==> run_1/route_heat.png <==
34 x 34 tiles, from dark purple (low) to yellow (high), scaled to the fullest tile. Values are wire area over tile area, all layers added.
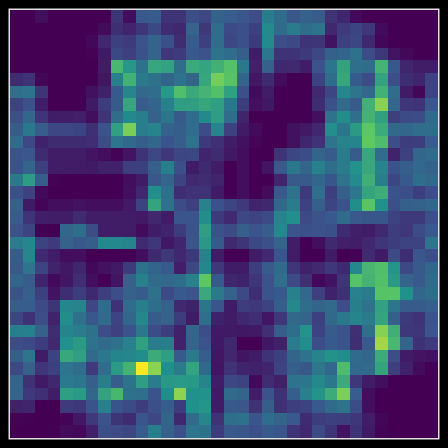
==> run_1/clock_nets.png <==
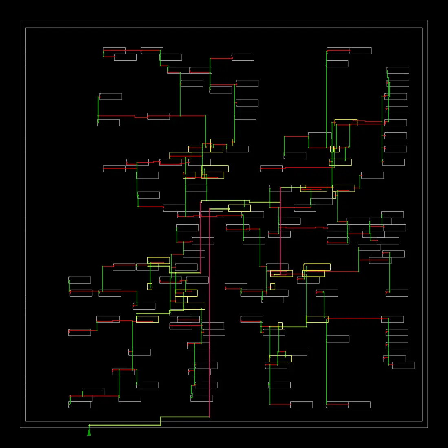
==> run_1/layers.png <==
Two of the layers only.
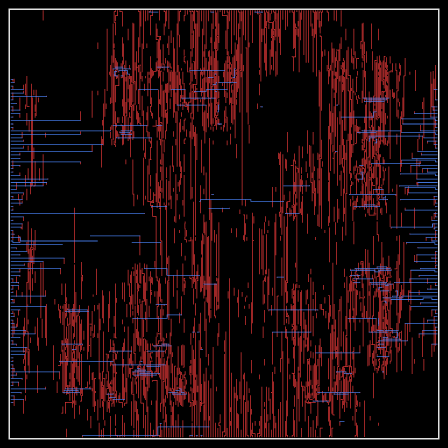
<file path="src/rtl/gpio_pad_arbiter_pkg.sv">
// Shared definitions for the GPIO pad arbiter.
//   - register address constants for the 4-entry config space
//   - per-group ownership FSM state encoding
//   - width of the TURN (drain length) field
package gpio_pad_arbiter_pkg;

  // Width of the TURN register and of each group's drain counter.
  localparam int unsigned TurnWidth = 4;

  // Bit position of the first busy flag inside STATUS.
  localparam int unsigned BusyLsb = 4;

  // Register map.
  localparam logic [1:0] AddrOwnReq = 2'd0;
  localparam logic [1:0] AddrStatus = 2'd1;
  localparam logic [1:0] AddrTurn   = 2'd2;
  localparam logic [1:0] AddrDone   = 2'd3;

  // Ownership state of one pad group.
  typedef enum logic [1:0] {
    OWN_SOC = 2'd0,
    DRAIN   = 2'd1,
    OWN_ALT = 2'd2
  } grp_state_e;

endpackage

</file>
<file path="src/rtl/gpio_pad_group_ctrl.sv">
// Ownership controller for one group of GroupWidth pads.
// Hands the group between the SoC and alternate-function requesters with a
// drain window in between, during which the pads are neither driven nor
// visible to either side.
// Ports:
//   clk, rst          clock, asynchronous active-high reset
//   own_req           requested owner (1 = alt, 0 = soc)
//   turn              drain length to load on the next drain entry
//   soc_out/soc_oe    SoC drive values for this group
//   alt_out/alt_oe    alternate-function drive values for this group
//   pad_in            pad-to-core values for this group
//   soc_in/alt_in     pad values forwarded to the current owner, 0 otherwise
//   pad_out/pad_oe    registered pad drive (0 while draining)
//   owner             current owner (previous owner while draining)
//   busy              group is draining
//   done_set          one-cycle pulse when a new owner takes over
module gpio_pad_group_ctrl
  import gpio_pad_arbiter_pkg::*;
#(
  parameter int unsigned GroupWidth = 8
) (
  input  logic                  clk,
  input  logic                  rst,
  input  logic                  own_req,
  input  logic [TurnWidth-1:0]  turn,
  input  logic [GroupWidth-1:0] soc_out,
  input  logic [GroupWidth-1:0] soc_oe,
  input  logic [GroupWidth-1:0] alt_out,
  input  logic [GroupWidth-1:0] alt_oe,
  input  logic [GroupWidth-1:0] pad_in,
  output logic [GroupWidth-1:0] soc_in,
  output logic [GroupWidth-1:0] alt_in,
  output logic [GroupWidth-1:0] pad_out,
  output logic [GroupWidth-1:0] pad_oe,
  output logic                  owner,
  output logic                  busy,
  output logic                  done_set
);

  localparam logic [TurnWidth-1:0] CntOne = TurnWidth'(1);

  grp_state_e            state_r, state_s;
  logic [TurnWidth-1:0]  cnt_r, cnt_s;
  logic                  owner_r, owner_s;
  logic                  done_set_s;
  logic [GroupWidth-1:0] pad_out_r, pad_out_s;
  logic [GroupWidth-1:0] pad_oe_r, pad_oe_s;

  // Next-state, drain counter and handover detection.
  always_comb begin
    state_s    = state_r;
    cnt_s      = cnt_r;
    owner_s    = owner_r;
    done_set_s = 1'b0;
    case (state_r)
      OWN_SOC: begin
        if (own_req) begin
          state_s = DRAIN;
          // A zero TURN still gives a one-cycle drain.
          cnt_s   = (turn == '0) ? CntOne : turn;
        end else begin
          state_s = OWN_SOC;
        end
      end
      OWN_ALT: begin
        if (!own_req) begin
          state_s = DRAIN;
          cnt_s   = (turn == '0) ? CntOne : turn;
        end else begin
          state_s = OWN_ALT;
        end
      end
      DRAIN: begin
        if (cnt_r <= CntOne) begin
          // The request seen on the last drain cycle decides the new owner;
          // falling back to the old owner is not a handover.
          state_s = own_req ? OWN_ALT : OWN_SOC;
          cnt_s   = '0;
          if (own_req != owner_r) begin
            owner_s    = own_req;
            done_set_s = 1'b1;
          end else begin
            owner_s    = owner_r;
          end
        end else begin
          cnt_s = cnt_r - CntOne;
        end
      end
      default: begin
        state_s = OWN_SOC;
        cnt_s   = '0;
        owner_s = 1'b0;
      end
    endcase
  end

  // Pad drive for the coming cycle follows the state being entered, so the
  // zeroed window lines up exactly with the DRAIN state.
  always_comb begin
    pad_out_s = '0;
    pad_oe_s  = '0;
    case (state_s)
      OWN_SOC: begin
        pad_out_s = soc_out;
        pad_oe_s  = soc_oe;
      end
      OWN_ALT: begin
        pad_out_s = alt_out;
        pad_oe_s  = alt_oe;
      end
      default: begin
        pad_out_s = '0;
        pad_oe_s  = '0;
      end
    endcase
  end

  // Pad-to-core forwarding to the current owner only.
  always_comb begin
    soc_in = '0;
    alt_in = '0;
    case (state_r)
      OWN_SOC: soc_in = pad_in;
      OWN_ALT: alt_in = pad_in;
      default: begin
        soc_in = '0;
        alt_in = '0;
      end
    endcase
  end

  // State, counter, owner and registered pad drive.
  always_ff @(posedge clk or posedge rst) begin
    if (rst) begin
      state_r   <= OWN_SOC;
      cnt_r     <= '0;
      owner_r   <= 1'b0;
      pad_out_r <= '0;
      pad_oe_r  <= '0;
    end else begin
      state_r   <= state_s;
      cnt_r     <= cnt_s;
      owner_r   <= owner_s;
      pad_out_r <= pad_out_s;
      pad_oe_r  <= pad_oe_s;
    end
  end

  assign pad_out  = pad_out_r;
  assign pad_oe   = pad_oe_r;
  assign owner    = owner_r;
  assign busy     = (state_r == DRAIN);
  assign done_set = done_set_s;

endmodule

</file>
<file path="src/rtl/gpio_pad_arbiter.sv">
// GPIO pad arbiter: per-group ownership of the pad ring between the SoC GPIO
// block and an alternate-function block, controlled through a small register
// file.
// Ports:
//   clk_i, rst_i                          clock, asynchronous active-high reset
//   cfg_req_i/we_i/addr_i/wdata_i         register access request
//   cfg_rvalid_o/cfg_rdata_o              response, one cycle after request
//   soc_gpio_o/soc_gpio_oe_o/soc_gpio_i   SoC requester (o/oe in, i out)
//   alt_gpio_o/alt_gpio_oe_o/alt_gpio_i   alternate requester (o/oe in, i out)
//   pad_c2p_o/pad_c2p_en_o/pad_p2c_i      pad ring
//   irq_o                                 OR of the DONE bits
// Registers: 0 OWNREQ rw, 1 STATUS ro (owner | busy<<4), 2 TURN rw, 3 DONE w1c.
module gpio_pad_arbiter
  import gpio_pad_arbiter_pkg::*;
#(
  parameter int unsigned GpioCount   = 32,
  parameter int unsigned GroupWidth  = 8,
  parameter int unsigned DefaultTurn = 4
) (
  input  logic                 clk_i,
  input  logic                 rst_i,
  input  logic                 cfg_req_i,
  input  logic                 cfg_we_i,
  input  logic [1:0]           cfg_addr_i,
  input  logic [31:0]          cfg_wdata_i,
  output logic                 cfg_rvalid_o,
  output logic [31:0]          cfg_rdata_o,
  input  logic [GpioCount-1:0] soc_gpio_o,
  input  logic [GpioCount-1:0] soc_gpio_oe_o,
  output logic [GpioCount-1:0] soc_gpio_i,
  input  logic [GpioCount-1:0] alt_gpio_o,
  input  logic [GpioCount-1:0] alt_gpio_oe_o,
  output logic [GpioCount-1:0] alt_gpio_i,
  output logic [GpioCount-1:0] pad_c2p_o,
  output logic [GpioCount-1:0] pad_c2p_en_o,
  input  logic [GpioCount-1:0] pad_p2c_i,
  output logic                 irq_o
);

  localparam int unsigned NumGroups = GpioCount / GroupWidth;

  logic [NumGroups-1:0] ownreq_r, ownreq_s;
  logic [TurnWidth-1:0] turn_r, turn_s;
  logic [NumGroups-1:0] done_r, done_s;
  logic [NumGroups-1:0] done_clr_s;
  logic [NumGroups-1:0] done_set_s;
  logic [NumGroups-1:0] owner_s;
  logic [NumGroups-1:0] busy_s;
  logic [31:0]          status_s;
  logic [31:0]          rdata_s;
  logic                 rvalid_r;
  logic [31:0]          rdata_r;
  logic                 unused_wdata_s;

  // Only the low bits of write data are meaningful.
  assign unused_wdata_s = ^cfg_wdata_i;

  for (genvar g = 0; g < NumGroups; g++) begin : g_group
    gpio_pad_group_ctrl #(
      .GroupWidth (GroupWidth)
    ) u_ctrl (
      .clk      (clk_i),
      .rst      (rst_i),
      .own_req  (ownreq_r[g]),
      .turn     (turn_r),
      .soc_out  (soc_gpio_o[g*GroupWidth +: GroupWidth]),
      .soc_oe   (soc_gpio_oe_o[g*GroupWidth +: GroupWidth]),
      .alt_out  (alt_gpio_o[g*GroupWidth +: GroupWidth]),
      .alt_oe   (alt_gpio_oe_o[g*GroupWidth +: GroupWidth]),
      .pad_in   (pad_p2c_i[g*GroupWidth +: GroupWidth]),
      .soc_in   (soc_gpio_i[g*GroupWidth +: GroupWidth]),
      .alt_in   (alt_gpio_i[g*GroupWidth +: GroupWidth]),
      .pad_out  (pad_c2p_o[g*GroupWidth +: GroupWidth]),
      .pad_oe   (pad_c2p_en_o[g*GroupWidth +: GroupWidth]),
      .owner    (owner_s[g]),
      .busy     (busy_s[g]),
      .done_set (done_set_s[g])
    );
  end

  // STATUS word assembly.
  always_comb begin
    status_s = 32'd0;
    status_s[NumGroups-1:0]         = owner_s;
    status_s[BusyLsb +: NumGroups]  = busy_s;
  end

  // Register write decode and read mux.
  always_comb begin
    ownreq_s   = ownreq_r;
    turn_s     = turn_r;
    done_clr_s = '0;
    rdata_s    = 32'd0;
    if (cfg_req_i && cfg_we_i) begin
      case (cfg_addr_i)
        AddrOwnReq: ownreq_s   = cfg_wdata_i[NumGroups-1:0];
        AddrTurn:   turn_s     = cfg_wdata_i[TurnWidth-1:0];
        AddrDone:   done_clr_s = cfg_wdata_i[NumGroups-1:0];
        default:    ownreq_s   = ownreq_r;
      endcase
    end else if (cfg_req_i) begin
      case (cfg_addr_i)
        AddrOwnReq: rdata_s[NumGroups-1:0] = ownreq_r;
        AddrStatus: rdata_s                = status_s;
        AddrTurn:   rdata_s[TurnWidth-1:0] = turn_r;
        AddrDone:   rdata_s[NumGroups-1:0] = done_r;
        default:    rdata_s                = 32'd0;
      endcase
    end else begin
      rdata_s = 32'd0;
    end
    // A handover in the same cycle as a clear keeps the bit set.
    done_s = (done_r & ~done_clr_s) | done_set_s;
  end

  // Register file and response registers.
  always_ff @(posedge clk_i or posedge rst_i) begin
    if (rst_i) begin
      ownreq_r <= '0;
      turn_r   <= TurnWidth'(DefaultTurn);
      done_r   <= '0;
      rvalid_r <= 1'b0;
      rdata_r  <= 32'd0;
    end else begin
      ownreq_r <= ownreq_s;
      turn_r   <= turn_s;
      done_r   <= done_s;
      rvalid_r <= cfg_req_i;
      rdata_r  <= rdata_s;
    end
  end

  assign cfg_rvalid_o = rvalid_r;
  assign cfg_rdata_o  = rdata_r;
  assign irq_o        = |done_r;

endmodule

</file>
<file path="config.mk">
export PLATFORM = sky130hd
export DESIGN_NAME = gpio_pad_arbiter
export DESIGN_NICKNAME = d
export VERILOG_FILES = /design/src/rtl/gpio_pad_arbiter_pkg.sv /design/src/rtl/gpio_pad_group_ctrl.sv /design/src/rtl/gpio_pad_arbiter.sv
export SDC_FILE = /design/constraint.sdc
export NUM_CORES = 1
export LEC_CHECK = 0
export CORE_MARGIN = 2
export CORE_UTILIZATION = 30
export DETAILED_ROUTE_END_ITERATION = 12
export GPL_TIMING_DRIVEN = 0
export PLACE_DENSITY = 0.67
export SLEW_MARGIN = 15
export SYNTH_ARGS = -nofsm -noshare
export SYNTH_HDL_FRONTEND = slang
export SYNTH_HIERARCHICAL = 1
export SYNTH_SLANG_ARGS = --single-unit
</file>
<file path="constraint.sdc">
create_clock -name clk_i -period 2.6 [get_ports clk_i]
set_input_delay 0.52 -clock clk_i [delete_from_list [all_inputs] [get_ports clk_i]]
set_output_delay 0.52 -clock clk_i [all_outputs]
set_load 0.005 [all_outputs]
</file>
==> reports/metrics.csv, run 1 <==
metric;value;unit
status;completed;
CP Capture Point;soc_gpio_i[21];
global-route wire length before repair;44800;um
grt met2 use;0.327;
CP required;2080;ps
FMAX;398;MHz
cell chain of the critical path;buf_4, buf_6, nor2_4, and2_1, clkdlybuf4s50_1;
Reg clk slew, reported paths;60;ps
Initial DRC Count;899;
max cap viols;0;
aoi share;0.0758;
top cells by count;nand4_1 (196), and2_1 (140), dfrtp_1 (112);
static leakage;5.12;nW
largest net degree at the start of global routing;24;
WHS Path Cells;1;
vias in the first global route;8469;
Setup TNS Final;0;ps
CP Max Fanout;10;
hold violation count in the final report;0;
Area Overhead vs Synth;53.0;%
total grt overflow;0;
clock tree buffer depth;2;
power density over the cells;978;nW/um2
cell area after layout;12500;um2
Vias;8805;
Die H;169;um
Synth area leaders;dfrtp_1 (34%), nand4_1 (15%), and2_1 (11%);
Site Rows;60;
Tightest Pin Transition;984;ps
DRT antenna net count;0;
top-area cell type share of the netlist area;0.343;
hold_buf cts;0;
gr usage total;0.194;
EDFF count, synth;0;
met1 GRT Util;0.246;
reg2reg start;g_group[0].u_ctrl/cnt_r[0];
worst r2r path cells;7;
Largest stage delay, worst path;520;ps
Yosys top cell by area;dfrtp_1;
busiest grt layer;met2;
-- route_heat.png (at the start) --
mean over tiles: 0.16
fullest tile: 0.69
nearly empty tiles: 14%
tiles over half the peak: 8.6%

-- clock_nets.png (at the start) --
Worst Skew: 9.60 ps
clk_lat worst skew: 410 ps

-- layers.png (at the start) --
| layer | colour | wire length |
|---|---|---|
| M3 | blue | 2070 um |
| M2 | red | 14000 um |

run 1: metal layers:
metal / vias up / share of wire
li1: 4172 / -
met1: 4167 / 0.42
met2: 422 / 0.49
met3: 40 / 0.073
met4: 4 / 0.018
met5: - / 0.00084
run 1: registers in the layout, indices dropped and copies added (netlist names):
signal,flops
turn_r,4
ownreq_r,4
g_group.u_ctrl/pad_oe,32
g_group.u_ctrl/cnt_r,16
g_group.u_ctrl/pad_out,32
g_group.u_ctrl/state_r,8
cfg_rdata_o,8
done_r,4
g_group.u_ctrl/owner,4
cfg_rvalid_o,1
run 1: cells by family after synthesis:
family | after synthesis
simple gates | 531
compound gates | 104
flops | 113
mux | 32
fa+ha+maj | 8
other cells | 1
buf+inv | 146
xor+xnor | 16
run 1: area by class of cell:
cell class,instances,area [um2],share of cell area
antenna,1,2.50,0.000200
buffer,120,771,0.0615
clock buffer,22,474,0.0379
clock inverter,7,85.1,0.00679
inverter,25,93.8,0.00749
multi-input combinational,715,4670,0.373
sequential,113,2830,0.226
tap,341,427,0.0341
timing repair buffer,319,3170,0.253
run 1: report_power, final:
part / switching, mW / internal (mW)
Sequential: 0.397 / 2.44
Clock: 0.825 / 1.46
Combinational: 3.82 / 3.30
run 1: stage by stage:
| step | power [mW] | std cells | hold slack, ps | worst slack (ps) |
|---|---|---|---|---|
| floorplan | 6.86 | 974 | 496 | 993 |
| global placement | 9.58 | 1622 | 531 | 151 |
| CTS | 12.2 | 1653 | 552 | -7.16 |
| global route | 13.1 | 1662 | 558 | -4.23 |
| finish | 12.3 | 1663 | 547 | 85.2 |
| detailed placement | 9.73 | 1622 | 545 | 134 |
run 1: worst register-to-register path, delay by kind of cell (launching register included):
kind	cells	cell delay, ps
adder cells (fa/ha/maj)	1	220
flip-flops	1	430
AND/OR/NAND/NOR	3	500
buffers and inverters	3	520
## Run 2: what changed since run 1
==> constraint.sdc (replaced) <==
create_clock -name clk_i -period 3.2 [get_ports clk_i]
set_input_delay 0.64 -clock clk_i [delete_from_list [all_inputs] [get_ports clk_i]]
set_output_delay 0.64 -clock clk_i [all_outputs]
set_load 0.005 [all_outputs]
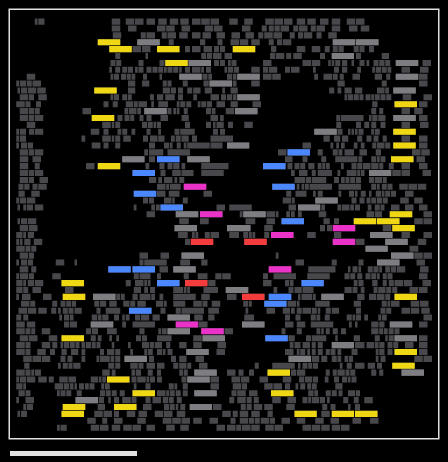
(run_2/ff_map.png)
Bar = 50 um. Other sequential cells in the stronger grey, the rest of the logic in the fainter grey.
| signal | colour | flops | where |
|---|---|---|---|
| `g_group.u_ctrl/cnt_r` | blue | 16 | centre |
| `done_r` | red | 4 | centre |
| `g_group.u_ctrl/pad_out` | yellow | 32 | widely spread |
| `cfg_rdata_o` | magenta | 8 | centre |

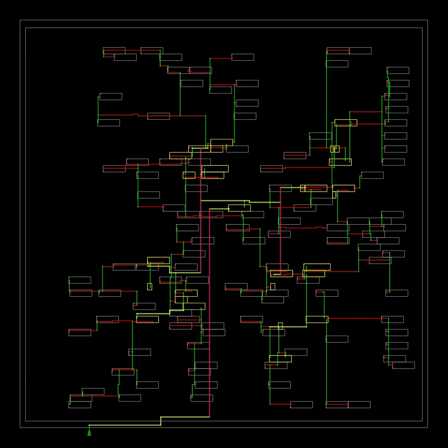
(run_2/clock_nets.png)
Sink Count: 113
TritonCTS buffer count: 17

==> reports/metrics.csv, run 2 <==
metric;value;unit
Tightest Pin Transition;964;ps
final setup margin;240;ps
core area;26900;um2
Setup TNS Final;0;ps
reg2reg start;g_group[0].u_ctrl/cnt_r[0];
WHS Path Cells;1;
register area;2830;um2
hold_ws;546;ps
Area Overhead vs Synth;50.7;%
power density over the cells;793;nW/um2
FF-to-FF End;g_group[0].u_ctrl/pad_oe[1];
largest net degree at the start of global routing;24;
EDFF count, synth;0;
Site Rows;60;
non-clock buffer share of cell area;0.308;
Yosys top cell by area;dfrtp_1;
max cap viols;0;
Cell Type Count;41;
Post-Place Setup Slack;614;ps
worst r2r path cells;7;
total power;9.78;mW
Startpoint Class;flop;
clock tree buffer depth;2;
Reg clk slew, reported paths;50;ps
Initial DRC Count;1023;
Vias;8799;
DRT antenna net count;0;
Seq area share;0.229;
fin util;0.459;
Buffers excl. clock;428;
Die H;169;um
critical path buffer and inverter count;3;
Non-clk invs;25;
Main synth FF type;dfrtp_1;
clock-cell share of area;0.0454;
logic area;4620;um2
Layout Cells excl Fill;1652;
number of antenna diodes;1;
status;completed;
filler cell count;2614;
FMAX;338;MHz
hpwl dp;20900;um
Largest stage delay, worst path;520;ps
CP Max Fanout;10;
Tapcells;341;
Synth area leaders;dfrtp_1 (34%), nand4_1 (15%), and2_1 (11%);
initial antenna violation count;3;
top-area cell type share of the netlist area;0.343;
CLK BUF;22;
combinational share of cell area;0.375;
cell chain of the critical path;buf_2, clkbuf_1, nor2_1, and2_1, clkdlybuf4s50_1;
hold_buf cts;0;
Largest cell class;multi-input combinational cells;
vias in the first global route;8439;
DR WL/cell;17.2;um
Max-slew headroom;0.357;
Comb gates;715;
most frequent cells in the layout;clkdlybuf4s50_1 (307), nand4_1 (196), and2_1 (140), dfrtp_1 (112);
Placed Instances;1622;
top cells by count;nand4_1 (196), and2_1 (140), dfrtp_1 (112);
hold violation count in the final report;0;
gr usage total;0.193;
Post-CTS Setup Bufs;0;
cell area after layout;12300;um2
CP Capture Point;soc_gpio_i[21];
static leakage;4.98;nW
registers;113;
global-route wire length before repair;44600;um
Worst Skew;9.68;ps
CP required;2560;ps
total grt overflow;0;
PortBufs;307;
aoi share;0.0758;
clk_lat worst skew;410;ps
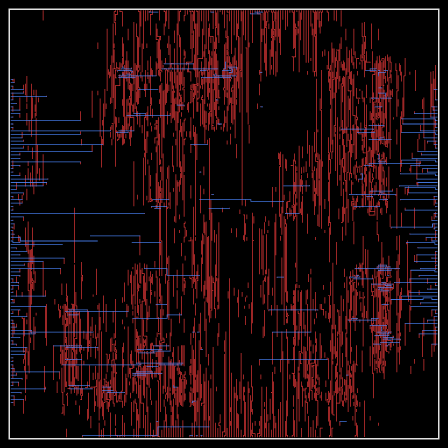
(run_2/layers.png)
Two of the layers only.
| layer | colour | wire length |
|---|---|---|
| M2 | red | 13800 um |
| M3 | blue | 2090 um |

[run 2: netlist changes by cell type in the layout (fill, tap and decap cells not counted), moves of 4 or more]
cell	before	now
clkbuf_1	18	22
and2b_1	0	4
nor2_4	4	0
buf_4	48	37
buf_2	48	52
buf_6	16	8
nor2_1	8	12
[run 2: metal layers]
| layer | share of wire | GRT usage |
|---|---|---|
| met1 | 0.42 | 0.245 |
| met2 | 0.49 | 0.325 |
| met3 | 0.074 | 0.0424 |
| met4 | 0.019 | 0.0624 |
| met5 | 0.00084 | 0 |
[run 2: how the worst min path moves through the flow]
stage,startpoint,end,slack (ps)
after floorplan,g_group[2].u_ctrl/cnt_r[0],g_group[2].u_ctrl/cnt_r[0],500
after global placement,g_group[2].u_ctrl/cnt_r[0],g_group[2].u_ctrl/cnt_r[0],530
after detailed placement,g_group[3].u_ctrl/cnt_r[0],g_group[3].u_ctrl/cnt_r[0],550
after CTS,g_group[3].u_ctrl/cnt_r[0],g_group[3].u_ctrl/cnt_r[0],550
after global routing,g_group[3].u_ctrl/cnt_r[0],g_group[3].u_ctrl/cnt_r[0],560
final,g_group[3].u_ctrl/cnt_r[0],g_group[3].u_ctrl/cnt_r[0],550
[run 2: worst register-to-register path, cell delays in order, from the launching register on]
cell      delay [ps]
dfrtp_1          430
inv_1             70
ha_1             220
or2_0            220
buf_2            180
clkbuf_1         260
nand4_1          180
nand4_1          110
[run 2: power by group]
| group | internal, mW | total, mW | switching (mW) |
|---|---|---|---|
| Sequential | 1.98 | 2.32 | 0.335 |
| Clock | 1.19 | 1.86 | 0.673 |
| Combinational | 2.56 | 5.60 | 3.04 |
## Run 3: what changed since run 2
--- a/config.mk
+++ b/config.mk
@@ -7,6 +7,7 @@
 export LEC_CHECK = 0
 export CORE_MARGIN = 2
 export CORE_UTILIZATION = 30
+export CTS_BUF_LIST = sky130_fd_sc_hd__clkbuf_8
 export DETAILED_ROUTE_END_ITERATION = 12
 export GPL_TIMING_DRIVEN = 0
 export PLACE_DENSITY = 0.67
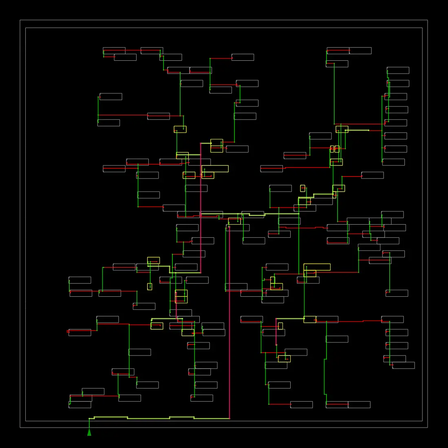
(run_3/clock_nets.png)
Worst Skew: 13.5 ps
Power Clock: 1.33 mW
clk_lat worst skew: 430 ps
CLK BUF: 20

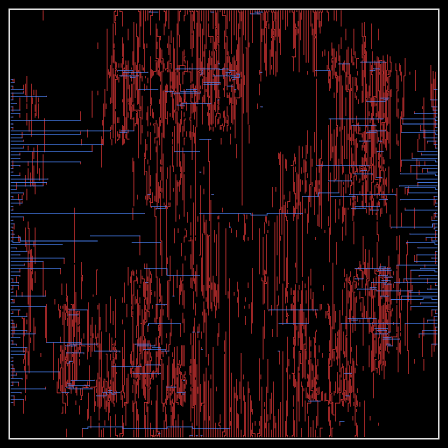
(run_3/layers.png)
Two of the layers only.
| layer | colour | wire length |
|---|---|---|
| M3 | blue | 2050 um |
| M2 | red | 13800 um |

==> reports/metrics.csv, run 3 <==
metric;value;unit
Synth area leaders;dfrtp_1 (34%), nand4_1 (15%), and2_1 (11%);
gr usage total;0.192;
Largest stage delay, worst path;520;ps
FMAX;333;MHz
Cell Type Count;41;
vias in the first global route;8422;
YS chip area;8180;um2
vias per cell;5.32;
DRT antenna net count;0;
total power;9.26;mW
Setup TNS Final;0;ps
core area;26900;um2
Yosys top cell by area;dfrtp_1;
Post-Place Setup Slack;614;ps
status;completed;
most common cell in the synthesized netlist;nand4_1;
RSZ-0062 raised after global routing;false;
CP required;2560;ps
grt met2 use;0.323;
Startpoint Class;flop;
DR top layer;met5;
Seq cells post-synth;113;
Min-Delay Path Class;flop to flop;
DR WL/cell;17.2;um
hold violation count in the final report;0;
DRT met1 WL;11900;um
hpwl dp;20900;um
PortBufs;307;
drt pass-1 iters;7;
CP Max Fanout;10;
Main synth FF type;dfrtp_1;
Layout Cells excl Fill;1652;
Top cell excl fill/tap;clkdlybuf4s50_1;
fin util;0.452;
hold_ws;550;ps
Initial DRC Count;1006;
Area Overhead vs Synth;48.4;%
most frequent cells in the layout;clkdlybuf4s50_1 (307), nand4_1 (196), and2_1 (140), dfrtp_1 (112);
static leakage;4.90;nW
initial antenna violation count;3;
total grt overflow;0;
TritonCTS buffer count;17;
CP max-delay cell;clkdlybuf4s50_1;
final cycle utilization of the critical path;0.938;
busiest grt layer;met2;
cell chain of the critical path;buf_2, clkbuf_1, nor2_1, and2_1, clkdlybuf4s50_1;
final setup margin;198;ps
power density over the cells;763;nW/um2
I/O pin count;360;
Sink Count;113;
Tightest Pin Transition;975;ps
synth warn;6;
met1 GRT Util;0.244;
global-route wire length before repair;44400;um
cell area after layout;12100;um2
largest net degree at the start of global routing;24;
Max-slew headroom;0.350;
top cells by count;nand4_1 (196), and2_1 (140), dfrtp_1 (112);
max cap viols;0;
Reg clk slew, reported paths;60;ps
clock tree buffer depth;2;
top-area cell type share of the netlist area;0.343;
syn avg cell area;8.60;um2
Vias;8785;
Placed Instances;1622;
routed wl met2;13800;um
met3 wire length;2050;um
Area after DPL;11800;um2
Site Rows;60;
Die H;169;um
EDFF count, synth;0;
GR Util met3;0.0448;
critical path buffer and inverter count;3;
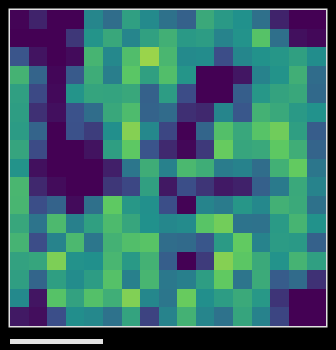
(run_3/util_map.png)
Bar = 50 um. 17 x 17 tiles, from dark purple (low) to yellow (high), 0 to 100% covered.
nearly empty tiles: 10%
tiles over 75% full: 4.2%
mean over tiles: 41%
fullest tile: 85%

-- run 3: cell counts after synthesis --
No cell type changed its count.
-- run 3: path summary, 6_finish.rpt --
kind | startpoint | endpoint | slack (ps) | depth (start not counted)
setup / recovery | g_group[2].u_ctrl/state_r[0] | soc_gpio_i[21] | 200 | 5
hold / removal | g_group[3].u_ctrl/cnt_r[0] | g_group[3].u_ctrl/cnt_r[0] | 550 | 1
setup reg to reg | g_group[0].u_ctrl/cnt_r[0] | g_group[0].u_ctrl/pad_oe[1] | 1400 | 7
hold reg to reg | g_group[3].u_ctrl/cnt_r[0] | g_group[3].u_ctrl/cnt_r[0] | 550 | 1
max in group asynchronous | rst_i | g_group[1].u_ctrl/pad_oe[4] | 1620 | 2
min in group asynchronous | rst_i | cfg_rdata_o[7] | 930 | 2
-- run 3: final cells by class --
cell class / instances / area (um2)
clock inverters: 9 / 92.6
clock buffers: 20 / 275
well taps: 341 / 427
inverters: 25 / 93.8
plain buffers: 121 / 723
flip-flops and latches: 113 / 2830
fillers: 2627 / 14700
multi-input cells: 715 / 4630
repair buffers: 307 / 3070
diodes: 1 / 2.50
-- run 3: logic make-up (layout without fill, tap and decap cells) --
family                   Yosys count  after routing  synth area share
XOR/XNOR                          16             16            0.0208
AND-OR/OR-AND                    104            104            0.0758
AND/OR/NAND/NOR                  531            531             0.405
multiplexers                      32             32            0.0404
buffers and inverters            146            482            0.0998
other                              1             25          0.000458
adder cells (fa/ha/maj)            8              8            0.0122
flip-flops                       113            113             0.346
-- run 3: repair_timing --
action / CTS / global route
resized: 0 / 1
setup endpoints to repair: 0 / 1
hold buffers: 0 / 0
setup buffers: 0 / 0
-- run 3: where the power goes --
part | internal (mW) | switching, mW
sequential | 1.98 | 0.333
clock | 0.729 | 0.606
combinational | 2.56 | 3.05
total | 5.27 | 3.99
Power figures rest on the tool's default switching activity, not on a simulated workload.
